`src/rtl/fma_dot_sequencer.sv`:
```
// Operand/control sequencer feeding the fused multiply-add unit for one dot-product job.
// Optional stall cycle counter port enabled by defining FMA_SEQ_STALL_CNT_EN.
module fma_dot_sequencer #(
   parameter int WIDTH   = 32,
   parameter int MAX_LEN = 16,
   parameter int CNT_W   = 5
) (
   input  logic             clk,
   input  logic             rst_n,
   input  logic             start,
   input  logic [CNT_W-1:0] len,
   input  logic [WIDTH-1:0] seed,
   output logic             busy,
   input  logic             in_valid,
   output logic             in_ready,
   input  logic [WIDTH-1:0] in_a,
   input  logic [WIDTH-1:0] in_b,
   output logic [WIDTH-1:0] fma_a,
   output logic [WIDTH-1:0] fma_b,
   output logic [WIDTH-1:0] fma_seed,
   output logic             fma_update_acc,
   output logic             fma_en,
   input  logic [WIDTH-1:0] fma_acc_out,
   output logic             res_valid,
   input  logic             res_ready,
   output logic [WIDTH-1:0] res_data
`ifdef FMA_SEQ_STALL_CNT_EN
   ,
   output logic [15:0]      stall_cycles
`endif
);

   typedef enum logic [1:0] {
      IDLE = 2'd0,
      RUN  = 2'd1,
      HOLD = 2'd2
   } state_t;

   localparam logic [CNT_W-1:0] CNT_ZERO  = {CNT_W{1'b0}};
   localparam logic [CNT_W-1:0] CNT_ONE   = {{(CNT_W-1){1'b0}}, 1'b1};
   localparam logic [CNT_W-1:0] MAX_LEN_C = CNT_W'(MAX_LEN);

   state_t           state_r;
   logic [CNT_W-1:0] count_r;
   logic [CNT_W-1:0] len_q;
   logic [WIDTH-1:0] seed_q;
   logic [CNT_W-1:0] len_clamped_s;
   logic             handshake_s;

   // in_ready is registered and equals (state_r == RUN), so it doubles as the RUN decode.
   assign handshake_s   = in_valid & in_ready;
   assign len_clamped_s = (len > MAX_LEN_C) ? MAX_LEN_C : len;

   // Combinational FMA drive: operands pass straight through only while RUN.
   always_comb begin
      fma_a          = {WIDTH{1'b0}};
      fma_b          = {WIDTH{1'b0}};
      fma_seed       = seed_q;
      fma_en         = handshake_s;
      fma_update_acc = 1'b0;
      if (in_ready) begin
         fma_a          = in_a;
         fma_b          = in_b;
         fma_update_acc = handshake_s & (count_r == CNT_ZERO);
      end else begin
         fma_a          = {WIDTH{1'b0}};
         fma_b          = {WIDTH{1'b0}};
         fma_update_acc = 1'b0;
      end
   end

   // Job FSM with registered status outputs and result capture.
   always_ff @(posedge clk or negedge rst_n) begin
      if (!rst_n) begin
         state_r   <= IDLE;
         count_r   <= CNT_ZERO;
         len_q     <= CNT_ZERO;
         seed_q    <= {WIDTH{1'b0}};
         res_data  <= {WIDTH{1'b0}};
         res_valid <= 1'b0;
         busy      <= 1'b0;
         in_ready  <= 1'b0;
      end else begin
         case (state_r)
            IDLE: begin
               if (start) begin
                  busy <= 1'b1;
                  if (len == CNT_ZERO) begin
                     res_data  <= seed;
                     res_valid <= 1'b1;
                     state_r   <= HOLD;
                  end else begin
                     len_q    <= len_clamped_s;
                     seed_q   <= seed;
                     count_r  <= CNT_ZERO;
                     in_ready <= 1'b1;
                     state_r  <= RUN;
                  end
               end
            end
            RUN: begin
               if (handshake_s) begin
                  if (count_r == len_q - CNT_ONE) begin
                     res_data  <= fma_acc_out;
                     count_r   <= CNT_ZERO;
                     in_ready  <= 1'b0;
                     res_valid <= 1'b1;
                     state_r   <= HOLD;
                  end else begin
                     count_r <= count_r + CNT_ONE;
                  end
               end
            end
            HOLD: begin
               if (res_ready) begin
                  res_valid <= 1'b0;
                  busy      <= 1'b0;
                  state_r   <= IDLE;
               end
            end
            default: begin
               state_r   <= IDLE;
               count_r   <= CNT_ZERO;
               res_valid <= 1'b0;
               busy      <= 1'b0;
               in_ready  <= 1'b0;
            end
         endcase
      end
   end

`ifdef FMA_SEQ_STALL_CNT_EN
   // Saturating count of RUN cycles without input, cleared on each accepted start.
   always_ff @(posedge clk or negedge rst_n) begin
      if (!rst_n) begin
         stall_cycles <= 16'd0;
      end else if ((state_r == IDLE) && start) begin
         stall_cycles <= 16'd0;
      end else if (in_ready && !in_valid && (stall_cycles != 16'hFFFF)) begin
         stall_cycles <= stall_cycles + 16'd1;
      end else begin
         stall_cycles <= stall_cycles;
      end
   end
`endif

endmodule

```
`config.mk`:
```
export PLATFORM = sky130hd
export DESIGN_NAME = fma_dot_sequencer
export DESIGN_NICKNAME = d
export VERILOG_FILES = /design/src/rtl/fma_dot_sequencer.sv
export SDC_FILE = /design/constraint.sdc
export NUM_CORES = 1
export LEC_CHECK = 0
export ABC_CLOCK_PERIOD_IN_PS = 2900
export CAP_MARGIN = 40
export CELL_PAD_IN_SITES_DETAIL_PLACEMENT = 0
export CELL_PAD_IN_SITES_GLOBAL_PLACEMENT = 1
export CORE_MARGIN = 2
export CORE_UTILIZATION = 28
export DETAILED_ROUTE_END_ITERATION = 10
export PLACE_DENSITY_LB_ADDON = 0.1
export SLEW_MARGIN = 20
export SYNTH_ARGS = -nofsm -noshare
export SYNTH_HDL_FRONTEND = slang
export SYNTH_SLANG_ARGS = --single-unit
```
`constraint.sdc`:
```
create_clock -name clk -period 2.9 [get_ports clk]
set_input_delay 0.58 -clock clk [delete_from_list [all_inputs] [get_ports clk]]
set_output_delay 0.58 -clock clk [all_outputs]
set_load 0.05 [all_outputs]
```
==> summary.txt, run 1 <==
The layout was made with Yosys and OpenROAD.

Clock tree synthesis selected as its root buffer the cell clkbuf_16. The cell-mix breakdown from Yosys lists the compound-gate area share as roughly 16%. The core area is between 10,000 and 15,000 sq um.

The number of non-filler instances in the completed layout is a little over 800. The dominant combinational cell family by area after synthesis is simple AND/OR/NAND/NOR gates. The count of pins over their slew limit is 0. The hold slack is between 200 and 300 ps.

Per the run report, area growth between synthesis and finish was 79.2%. Counting flops with a built-in enable in the synthesized netlist gives 0. Across all setup checks in the final design, the least slack found is around 650 ps. The count of placed standard cells including taps is 814.

The wire length the detailed router placed on met1 is 5600 um. Looking at the clock tree report, the maximum root-to-sink buffer count equals 2. The number of buffers added by the clock tree synthesis step is 9.

The deepest level of the CTS H-tree is 3. The top layer used by detailed routing is met4. The number of sinks on the clock net is ~80. The signal on the critical path passes through clkdlybuf4s50_1 -> nand2_1 -> inv_1 -> and4_1 -> buf_12. The clock arrives with about 4.0 ps of skew.

The post-cts hold-fix buffer tally is 0. The dominant delay contributor by cell family on the critical path is buffers and inverters. The warning tally printed by Yosys for this design is 0.

The predominant post-synthesis flop cell is dfrtp_1. In this build the clock could be raised as far as ~450 MHz. The area share of xor/xnor cells in the synthesized design is ~1.3%.

The power in the clock group is about 1.3 mW. OpenSTA lists the critical path startpoint as in_valid. For this run, the chip area from Yosys synthesis comes to between 4000 and 5000 sq um. The number of distinct standard cells referenced by the synthesized netlist is about 45. The utilization after layout is between 50% and 60%. In this run the core area contains ~43 standard-cell rows.

The minimum setup slack after placement is 372 ps. Power attributed to combinational cells is 5.66 mW. The total grt overflow is 0. Looking at the post-CTS report, the setup buffer insertion count equals 0. Of the post-synthesis cell area, the part taken by muxes is 8.95%. The share of synthesized cell area in and, or, nand and nor gates is a little under a fifth.

The synthesized netlist was found by Yosys to have about 380 cells. The proportion of layout cells with a drive suffix above 1 is between 20% and 30%. The clock network accounts for between 10 and 15% of the total power. The average wire per cell in the routed design is between 15 and 20 um. The type of the worst setup path is primary input to primary output. The final clock period utilization by the worst path is 77.4%.

The largest single stage delay on the critical path is roughly 460 ps. The layout stage reports a final design area of 7210 sq um. Data on the critical path arrives at its endpoint at between 1500 and 2000 ps. The required time reported for the critical path endpoint is 2320 ps. The synthesis report lists the most area-consuming cells as dfrtp_1 (49%), and2_1 (10%), mux2_2 (5.3%), o22ai_1 (4.0%), mux2_1 (3.6%). Entering global routing, the biggest net connects roughly 67 pins. According to the timing report, the critical path is captured at fma_update_acc. The type of element launching the critical path is a primary input. The worst register-to-register path depth is 8. The adder-cell share of the synthesized area is less than 1%.

The total chip power is 8.91 mW. The number of warnings reported in the stage logs is 27. The biggest slice of the total power is consumed by combinational cells.

The flow ran to the end, and the final reports show no timing, DRC or antenna violations. Across every metal layer, demand over resource in global routing totals about a fifth. The met2 wirelength from detailed routing is 7230 um. The net count entering floorplan is approximately 520. The transition time of the tightest slew-check pin is ~650 ps.

The post-synth register bit count is 79. The worst max-slew margin expressed relative to the limit is between 50% and 60%. The total power density per cell area is ~1200 nW/um^2.

Summed over all nets, the switching power comes to about 4.4 mW. The leakage power total is between 3 and 4 nW. The number of port buffers is approximately 270. The global routing stage identified its most utilized layer as met2.

Per the power-grid run, VDD falls by no more than 0.000636 V. The detailed router's first-iteration violation count is ~150. The synthesized cell area is roughly 4000 sq um.

The startpoint identified for the worst register-to-register timing path is len_q[0]. After legalization and detailed placement, the total HPWL measured between 10,000 and 15,000 um. The relative contribution of sequential cells to total power is 22.0%. The sort of element at the end of the critical path is a primary output.

The die span in x is ~120 um. The critical path's slowest cell is clkdlybuf4s50_1. The wire length of the first global-routing pass is between 20,000 and 25,000 um. In this run the vertical extent of the chip is 124 um. The classification of the worst-slack hold path is primary input to async pin. The clock transition at the registers of the reported paths is 60 ps.

The detail route stage leaves a number of antenna-violating nets equal to 0. The total of max-cap violations is 0. The total placed instance area is between 6000 and 7000 sq um. The reg-to-reg setup timing slack is 870 ps. Setup repair after global routing left no endpoint under its margin. The final RePlAce weighted congestion is approximately 0.77. The net count of the finished layout is a little under 800. The antenna diode count is 0. TritonCTS built the clock tree. The async set-reset flop share out of synthesis is 100%.

Net switching is approximately 50% of the power. The end-of-flow timing check tallies setup violations at 0. The share of total power dissipated in combinational logic is roughly 64%. The maximum net fanout on the critical path is 4. The number of DRC violations after detailed routing is 0. The number of detailed-route iterations in the first pass is 4. Yosys instantiated no cell more often than dfrtp_1. According to the floorplan report, the total die area is ~15,000 sq um. The library cell with the largest summed area after synthesis is dfrtp_1. The sequential power reported by the tool is about 2 mW. The detailed route wirelength on metal3 is between 1000 and 1500 um. The average vias per placed instance is around 4.6. The mean instance size in the synthesized netlist is approximately 11 sq um. Post-CTS repair changed the size of 0 cells. The synthesized design devotes to its leading area cell type about 49% of total area.

The synthesized netlist handed to floorplanning was reported with a cell count of around 380. The timing report notes that buffer and inverter cells on the critical path total 3. The sequential cell area fraction in the yosys report is between 40% and 50%. The cell-internal power is between 4 and 5 mW. For reference, the final report shows the hold violation count at 0.

The starting density of the core is between 20 and 30%. The number of global-route vias before repair came to 4,099. The cell count along the critical path is 5. The time the worst path needs with I/O delays and setup is 2250 ps.
==> run 1: placed cells by master (no fill, tap or decap), types with 3 or more instances in the layout <==
cell,instances
clkdlybuf4s50_1,202
dfrtp_1,79
and2_1,66
buf_4,62
nor2_1,33
o22ai_1,26
a21oi_1,26
mux2_2,19
nand2_1,16
buf_12,14
mux2_1,13
inv_1,12
o22ai_2,10
a21oi_2,9
clkbuf_16,9
nand3b_1,5
o21ai_0,4
xor2_1,3
xnor2_1,3
nand3_1,3
ha_1,3
bufinv_16,3
==> run 1: cell type report <==
class,instances,area (sq um)
fill,1286,6720
multi-input combinational,265,1860
sequential,79,1980
tap,180,225
clock inverter,5,106
inverter,12,45.0
clock buffer,10,229
timing repair buffer,278,2770
Fig. 1: run 1, metal 1
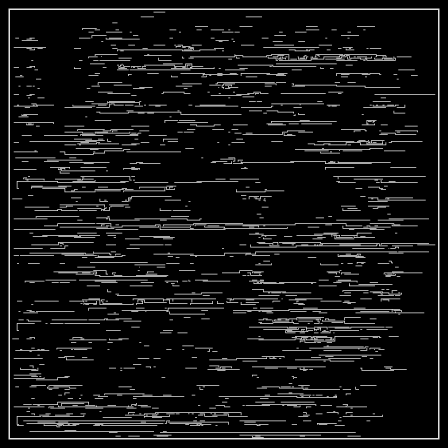
- wire length on this layer: 5,600 um
- longest straight run: 56.6 um
wirelength, routed: 14,200 um
met1 track demand over resource in global routing: 22.1%
vias: 3,823

Fig. 2: run 1, metal 2
Scale bar: 20 um. Cells faint in the background.
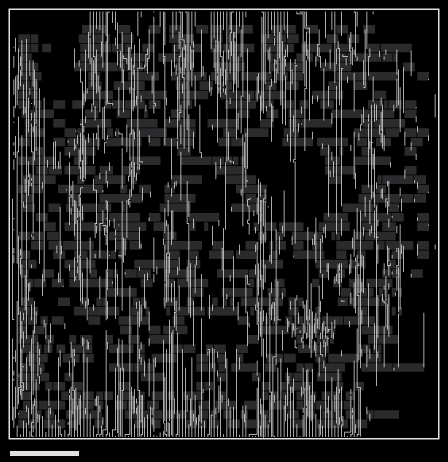
- wire length on this layer: 7,230 um
- share of all routed wire: 51%
met2 track demand over resource in global routing: 32.3%

Fig. 3: run 1, metal 3
Scale bar: 20 um.
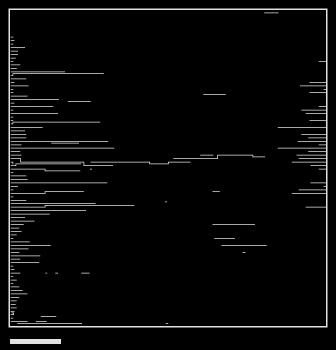
- main direction: horizontal
- wire length on this layer: 1,160 um
- share of all routed wire: 8.2%
met3 Use GR: 6.36%

Fig. 4: run 1, met4 routing
Cells faint in the background.
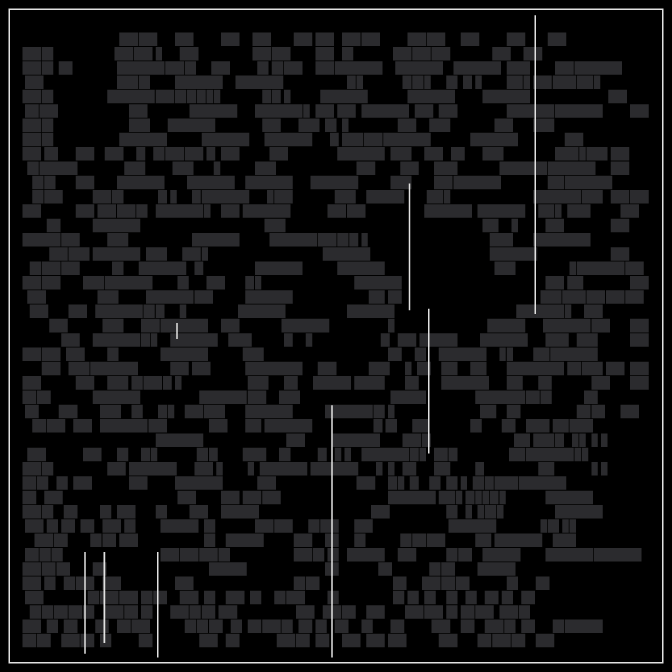
- wire length on this layer: 214 um
- main direction: vertical

Fig. 5: run 1, routing congestion map
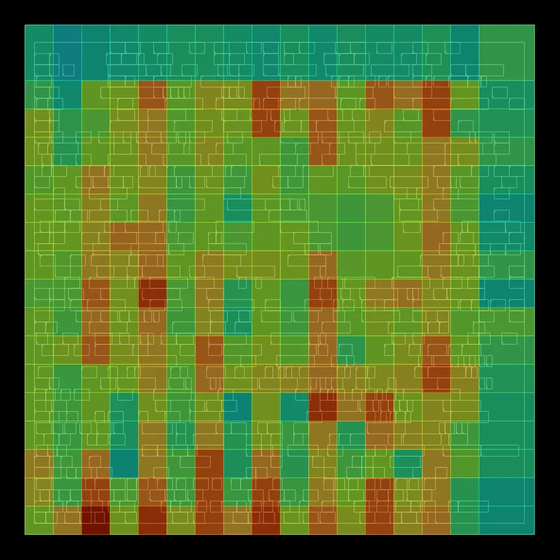

--- run 2 (diff from run 1) ---
- ABC_CLOCK_PERIOD_IN_PS: 2900 -> 1900
- CORE_UTILIZATION: 28 -> 23
- clock period: 2.9 -> 1.9 ns (I/O delays scaled with it)
Fig. 6: run 2, routing congestion map
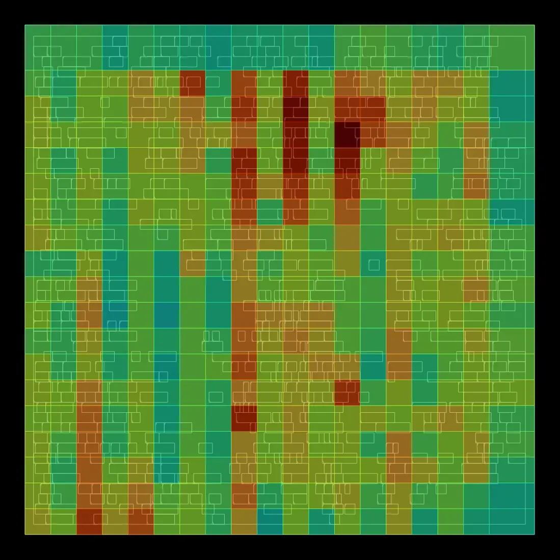
met2 track demand over resource in global routing: 29.1%
met3 Use GR: 5.89%

Fig. 7: run 2, met4 routing
Cells faint in the background.
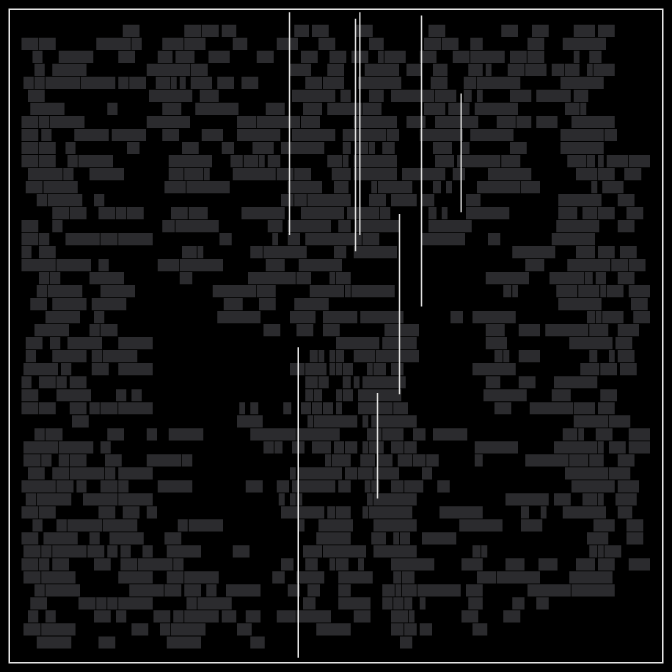
wirelength, routed: 16,100 um
vias: 4,052

==> run 2 against run 1 <==
Against the previous run:
- the run now ends with negative setup slack left
- wire length grew 13%
- register-to-register slack got worse by 940 ps
- total power rose by 64%
- via count grew 6.0%
- combinational power rose by 77%
- clock skew increased by 5.6 ps
- worst hold slack better by 180 ps
- synthesized area did not move
- die area is 21% higher
- core utilization is 1.5 points lower
- final area increased by 20%
- global-route usage is 2.7 points lower
==> summary.txt, run 2 <==
The layout was made with Yosys and OpenROAD.

The wire length the detailed router placed on met1 is 5860 um (was 5600 um). The number of distinct standard cells referenced by the synthesized netlist came to 45 (unchanged). The average vias per placed instance is 4.46 (was 4.61). The design area was 8640 sq um (was 7210 sq um).

The area figure in the yosys stat output is 4030 sq um (unchanged). The area growth from synthesis to layout is 115% (was 79.2%). Synth area leaders: dfrtp_1 (49%), and2_1 (10%), mux2_2 (5.3%), o22ai_1 (4.0%), mux2_1 (3.6%) (unchanged). The die span in x is 136 um (was 124 um).

The register share of the cell area was 22.9% (was 27.4%). The multi-input combinational cell area is 2100 sq um (was 1860 sq um). The sum of net half-perimeters after detailed placement is 11,800 um (was 10,900 um).

The aggregate global-route resource usage was 16.1% (was 18.8%). The combinational share of power came to 68.6% (was 63.6%). The detailed router's first-iteration violation count is 56 (was 154).

The cell count after synthesis came to 382 (unchanged). The sequential cell area fraction in the yosys report came to 49.1% (unchanged). The wire length of the first global-routing pass is 22,700 um (was 21,800 um). The number of buffers added by the clock tree synthesis step came to 9 (unchanged). The async set-reset flop share out of synthesis is 100% (unchanged). The starting density of the core was 23.4% (was 28.9%).

The number of detailed-route iterations in the first pass is 4 (unchanged). The transition time of the tightest slew-check pin came to 540 ps (was 645 ps). The worst-case setup margin in the final layout is -67.6 ps (was 654 ps). The clock share of power is 11.1% (was 14.4%).

The cell-internal power is 7.48 mW (was 4.47 mW). The number of global-route vias before repair was 4,211 (was 4,099). The share of synthesized cell area in and, or, nand and nor gates is 18.7% (unchanged). The switching power summed over all nets is 7.17 mW (was 4.44 mW).

The relative area of non-clock buffer cells in the final design is 45.7% (was 38.4%). The number of synthesized flops with an enable pin is 0 (unchanged). The core area is 17,200 sq um (was 13,900 sq um).

The multiplexer share of the synthesized area was 8.95% (unchanged). The total grt overflow was 0 (unchanged). The total of max-cap violations was 0 (unchanged). The library cell with the largest summed area after synthesis is dfrtp_1 (unchanged).

The type of the worst setup path is flip-flop to flip-flop (was primary input to primary output). The number of logic inverters in the finished layout is 12 (unchanged). The share of Yosys cell area claimed by the top area cell type is 49.1% (unchanged). Dividing the final minimum period by the clock period gives 104%. The type of element launching the critical path is a flip-flop (was primary input). The clock skew is 9.66 ps (was 4.03 ps).

The end of the critical path was res_data[24] (was fma_update_acc). The total of fill cells in the finished design came to 1,566 (was 1,286). The top layer used by detailed routing is met4 (unchanged). The count of placed standard cells including taps was 876 (was 814).

The multi-input combinational cell count is 265 (unchanged). The maximum VDD drop was 0.000714 V (was 0.000636 V). The layer with the highest usage after global routing is met2 (unchanged). The chip area is 18,600 sq um (was 15,400 sq um).

The number of port buffers was 270 (unchanged). The net count entering floorplan is 523 (unchanged). The total chip power was 14.7 mW (was 8.91 mW).

The met2 wirelength from detailed routing is 8500 um (was 7230 um). The sequential cell area is 1980 sq um (about the same). Run status: complete, but fails checks (was completed). The buffer count excluding the clock tree in the final layout is 311 (was 278). The total power density per cell area is 1700 nW/um^2 (was 1240 nW/um^2). The checks that failed: negative setup slack.

The switching share of power is 48.9% (was 49.8%). The number of sinks on the clock net is 79 (unchanged). The total placed instance area was 7760 sq um (was 6880 sq um). The flow reports an fmax of between 500 and 600 MHz. The cell with the most instances after synthesis is dfrtp_1 (unchanged). The flop and latch count out of synthesis is 79 (unchanged). The detailed route wirelength on metal3 is 1380 um (was 1160 um). The leakage power total is 3.87 nW (was 3.05 nW). The relative contribution of sequential cells to total power is 20.3% (was 22.0%). The worst-case reg-to-reg path depth came to 9 (was 8). The origin of the critical flop-to-flop path is len_q[1] (was len_q[0]).

The minimum setup slack after placement came to -419 ps (was 372 ps). The adder-cell share of the synthesized area is 0.933% (unchanged). The most numerous logic cell after layout is clkdlybuf4s50_1 (unchanged). The worst setup path startpoint is len_q[1] (was in_valid). The required time reported for the critical path endpoint is 2130 ps (was 2320 ps). The synthesized cell area is 4030 sq um (unchanged).

The dominant combinational cell family by area after synthesis is simple AND/OR/NAND/NOR gates (unchanged). The buffer type at the clock tree root was clkbuf_16 (unchanged). The average wire per cell in the routed design came to 17.7 um (was 17.1 um).

The deepest level of the CTS H-tree is 3 (unchanged). Setup repair after global routing missed its margin: yes (was no). The final tally of setup violations came to 27 (was 0). The predominant post-synthesis flop cell is dfrtp_1 (unchanged). The compound-gate portion of the synthesized area is 16.0% (unchanged). The worst max-slew margin expressed relative to the limit came to 63.8% (was 57.0%).

The tally of yosys warning messages came to 0 (unchanged). The flop count is 79 (unchanged). The post-synthesis cell count from yosys is 382 (unchanged). The hold slack is 450 ps (was 273 ps). The tapcell count is 225 (was 180).

Commonest non-fill, non-tap cells in the layout: clkdlybuf4s50_1 (140), dfrtp_1 (78), buf_12 (77), and2_1 (66), buf_4 (44) (was clkdlybuf4s50_1 (202), dfrtp_1 (79), and2_1 (66), buf_4 (62), nor2_1 (33)). The reg-to-reg setup timing slack is -70 ps (was 870 ps). The clock transition at the registers of the reported paths is 70 ps (was 60 ps). The sort of element at the end of the critical path is a flip-flop (was primary output). The pin count of the biggest net entering global routing is 67 (unchanged). The multi-input combinational area share came to 24.3% (was 25.8%). The number of non-filler instances in the completed layout is 909 (was 829). The classification of the worst-slack hold path is primary input to flip-flop (was primary input to async pin). The number of hold violations in the final report is 0 (unchanged). The proportion of layout cells with a drive suffix above 1 came to 33.5% (was 21.0%).

The count of pins over their slew limit was 0 (unchanged). The leading cell category by total area is non-clock buffers (unchanged). The utilization after layout is 50.3% (was 51.8%). The TritonCTS clock tree was done (unchanged). The count of clock-net buffers in the final layout is 9 (was 10).

The time the worst path needs with I/O delays and setup is 1970 ps. The post-route antenna net violation count came to 0 (unchanged). The arrival time at the worst endpoint is 2190 ps (was 1670 ps). The warning total across the stage logs is 29 (was 27). The met1 usage in global routing came to 17.1% (was 22.1%). The final RePlAce weighted congestion is 0.740 (was 0.770).

The area share of xor/xnor cells in the synthesized design was 1.31% (unchanged). The maximum buffer depth of the clock tree is 2 (unchanged). The final net count is 819 (was 786).

The number of DRC violations after detailed routing is 0 (unchanged). The mean instance size in the synthesized netlist was 10.5 sq um (unchanged).
[run 2: critical path, stage by stage, from the launching register on]
cell	delay [ps]
dfrtp_1	370
inv_1	60
ha_2	270
xnor2_1	130
a211oi_2	250
o2111ai_4	170
buf_12	190
clkbuf_16	170
o22ai_1	180
a21oi_1	60
[run 2: power groups by stage]
stage	clock, mW	sequential, mW	combinational [mW]
floorplan	0	5.36	3.24
global placement	0	3.00	9.76
detailed placement	0	3.02	9.80
CTS	1.67	3.00	9.87
global route	1.74	3.09	10.5
finish	1.63	2.98	10.0
[run 2: repair_timing]
item,in CTS,in global routing
setup buffers,2,5
pin swaps,3,13
endpoints found under the hold margin,21,0
endpoints found under the setup margin,115,102
resized,21,71
hold buffers,1,0
gates cloned,2,6
--- run 3 (diff from run 2) ---
- ABC_CLOCK_PERIOD_IN_PS: 1900 -> not set
Fig. 8: run 3, metal 1
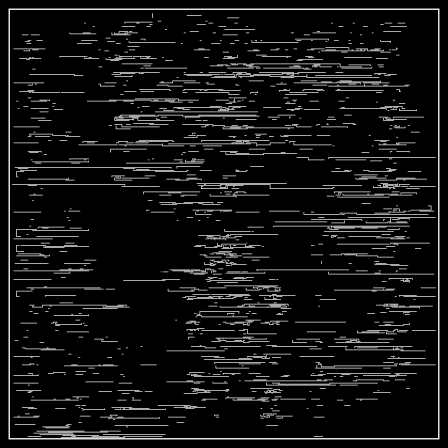
- nets with wire on the layer: 670
- share of all routed wire: 36%
met1 track demand over resource in global routing: 17.1%

Fig. 9: run 3, metal 2
Scale bar: 50 um. Cells faint in the background.
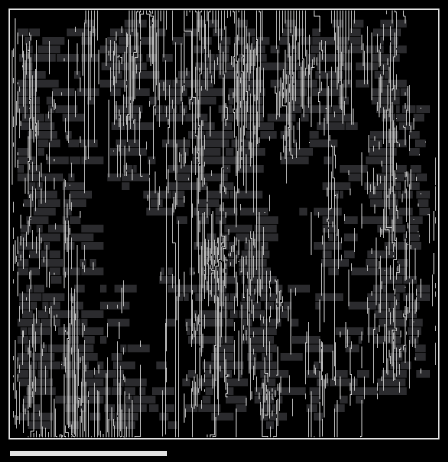

==> run 3 against run 2 <==
Against the previous run:
- the flow still finishes with violations (negative setup slack)
- sequential share of layout area did not move
- synthesized cell count did not move
- first-iteration DRC count did not move
- global-route usage did not move
- synthesized area did not move
- core utilization did not move
- largest power group unchanged
- non-clock buffer count did not move
- via count did not move
- register-to-register slack barely moved
==> summary.txt, run 3 <==
The layout was made with Yosys and OpenROAD.

The number of synthesized flops with an enable pin was 0 (unchanged). The global-route met2 utilization is 29.1% (unchanged). The cell with the most instances after synthesis is dfrtp_1 (unchanged). The leakage power total is 3.87 nW (unchanged).

The hold slack is 450 ps (unchanged). The number of logic inverters in the finished layout is 12 (unchanged). Failing checks: negative setup slack (unchanged).

The maximum net fanout on the critical path is 9 (unchanged). The count of placed standard cells including taps is 876 (unchanged). The wire length of the first global-routing pass is 22,700 um (unchanged). Run status: complete, but fails checks (unchanged). The clock skew was 9.66 ps (unchanged). The library cell with the largest summed area after synthesis was dfrtp_1 (unchanged).

The core area was 17,200 sq um (unchanged). The critical path's slowest cell is dfrtp_1 (unchanged). The buffer type at the clock tree root is clkbuf_16 (unchanged). The count of clock-net buffers in the final layout is 9 (unchanged).

The classification of the worst-slack hold path is primary input to flip-flop (unchanged). The flop and latch count out of synthesis is 79 (unchanged). The register share of the cell area is 22.9% (unchanged). The cell row count is 48 (unchanged). The average vias per placed instance was 4.46 (unchanged). The dominant delay contributor by cell family on the critical path is AND-OR/OR-AND gates (unchanged).

The power drawn by the sequential cells was 2.98 mW (about the same). The top layer used by detailed routing is met4 (unchanged). The leading cell category by total area is non-clock buffers (unchanged). The sequential cell area fraction in the yosys report is 49.1% (unchanged). The sort of element at the end of the critical path is a flip-flop (unchanged).

The predominant post-synthesis flop cell is dfrtp_1 (unchanged). The total grt overflow came to 0 (unchanged). The post-synthesis cell count from yosys came to 382 (unchanged). The layer with the highest usage after global routing is met2 (unchanged). The power in combinational cells is 10.0 mW (about the same). The total vias in the final route is 4,052 (unchanged). The async set-reset flop share out of synthesis is 100% (unchanged). The power group with the highest consumption is combinational cells (unchanged).

The total of max-cap violations is 0 (unchanged). The worst-case setup margin in the final layout came to -67.6 ps (unchanged). The number of non-filler instances in the completed layout is 909 (unchanged). The type of the worst setup path is flip-flop to flip-flop (unchanged). The post-cts hold-fix buffer tally is 1 (unchanged).

The final net count is 819 (unchanged). Setup repair after global routing missed its margin: yes (unchanged). The proportion of layout cells with a drive suffix above 1 came to 33.5% (unchanged). The mean instance size in the synthesized netlist was 10.5 sq um (unchanged).

The final RePlAce weighted congestion came to 0.740 (unchanged). The number of hold violations in the final report is 0 (unchanged). The wire length the detailed router placed on met1 was 5860 um (unchanged). The total of fill cells in the finished design is 1,566 (unchanged). The deepest level of the CTS H-tree is 3 (unchanged). The time the worst path needs with I/O delays and setup was 1970 ps (unchanged). The number of detailed-route iterations in the first pass is 4 (unchanged). The area growth from synthesis to layout was 115% (unchanged). The aggregate global-route resource usage is 16.1% (unchanged). The final clock period utilization by the worst path came to 104% (unchanged).

The wire length after detailed routing was 16,100 um (unchanged). The number of post-CTS setup repair buffers is 2 (unchanged). The post-route antenna net violation count is 0 (unchanged). The number of DRC violations after detailed routing is 0 (unchanged). The worst max-slew margin expressed relative to the limit is 63.8% (unchanged).

The average wire per cell in the routed design is 17.7 um (unchanged). The type of element launching the critical path is a flip-flop (unchanged). The most numerous logic cell after layout is clkdlybuf4s50_1 (unchanged).

The sequential cell area is 1980 sq um (unchanged). The die boundary height is 136 um (unchanged). The maximum achievable frequency is 508 MHz (unchanged). The multi-input combinational cell area is 2100 sq um (unchanged). The pin count of the biggest net entering global routing came to 67 (unchanged). The relative contribution of sequential cells to total power is 20.3% (about the same).

The starting density of the core is 23.4% (unchanged). The final tally of setup violations is 27 (unchanged). The number of sinks on the clock net was 79 (unchanged).

The cell count after synthesis came to 382 (unchanged). The number of port buffers is 270 (unchanged). The tapcell count is 225 (unchanged).

The warning total across the stage logs was 29 (unchanged). The detailed router's first-iteration violation count was 56 (unchanged). The tally of yosys warning messages is 0 (unchanged).

The flop count is 79 (unchanged). The total chip power was 14.7 mW (unchanged). The number of buffers added by the clock tree synthesis step came to 9 (unchanged).

The design area was 8640 sq um (unchanged). The cell-internal power came to 7.48 mW (unchanged). Synth area leaders: dfrtp_1 (49%), and2_1 (10%), mux2_2 (5.3%), o22ai_1 (4.0%), mux2_1 (3.6%) (unchanged). The chip area is 18,600 sq um (unchanged).
==> run 3: kinds of logic after synthesis <==
family,count (synthesis),share of synthesized area [%]
AND/OR/NAND/NOR,134,18.7
AND-OR/OR-AND,90,16.0
adder cells (fa/ha/maj),3,0.933
XOR/XNOR,6,1.31
flip-flops,79,49.1
multiplexers,32,8.95
buffers and inverters,38,5.04
==> run 3: path summary, 6_finish.rpt <==
check,from,end,slack (ps),depth (start not counted)
setup / recovery,len_q[1],res_data[24],-70,9
hold / removal,len[3],len_q[3],450,3
setup reg to reg,len_q[1],res_data[24],-70,9
hold reg to reg,fma_seed[14],fma_seed[14],490,1
max in group asynchronous,rst_n,res_data[24],790,3
min in group asynchronous,rst_n,res_data[25],490,2
Power and IR drop assume default switching activity.
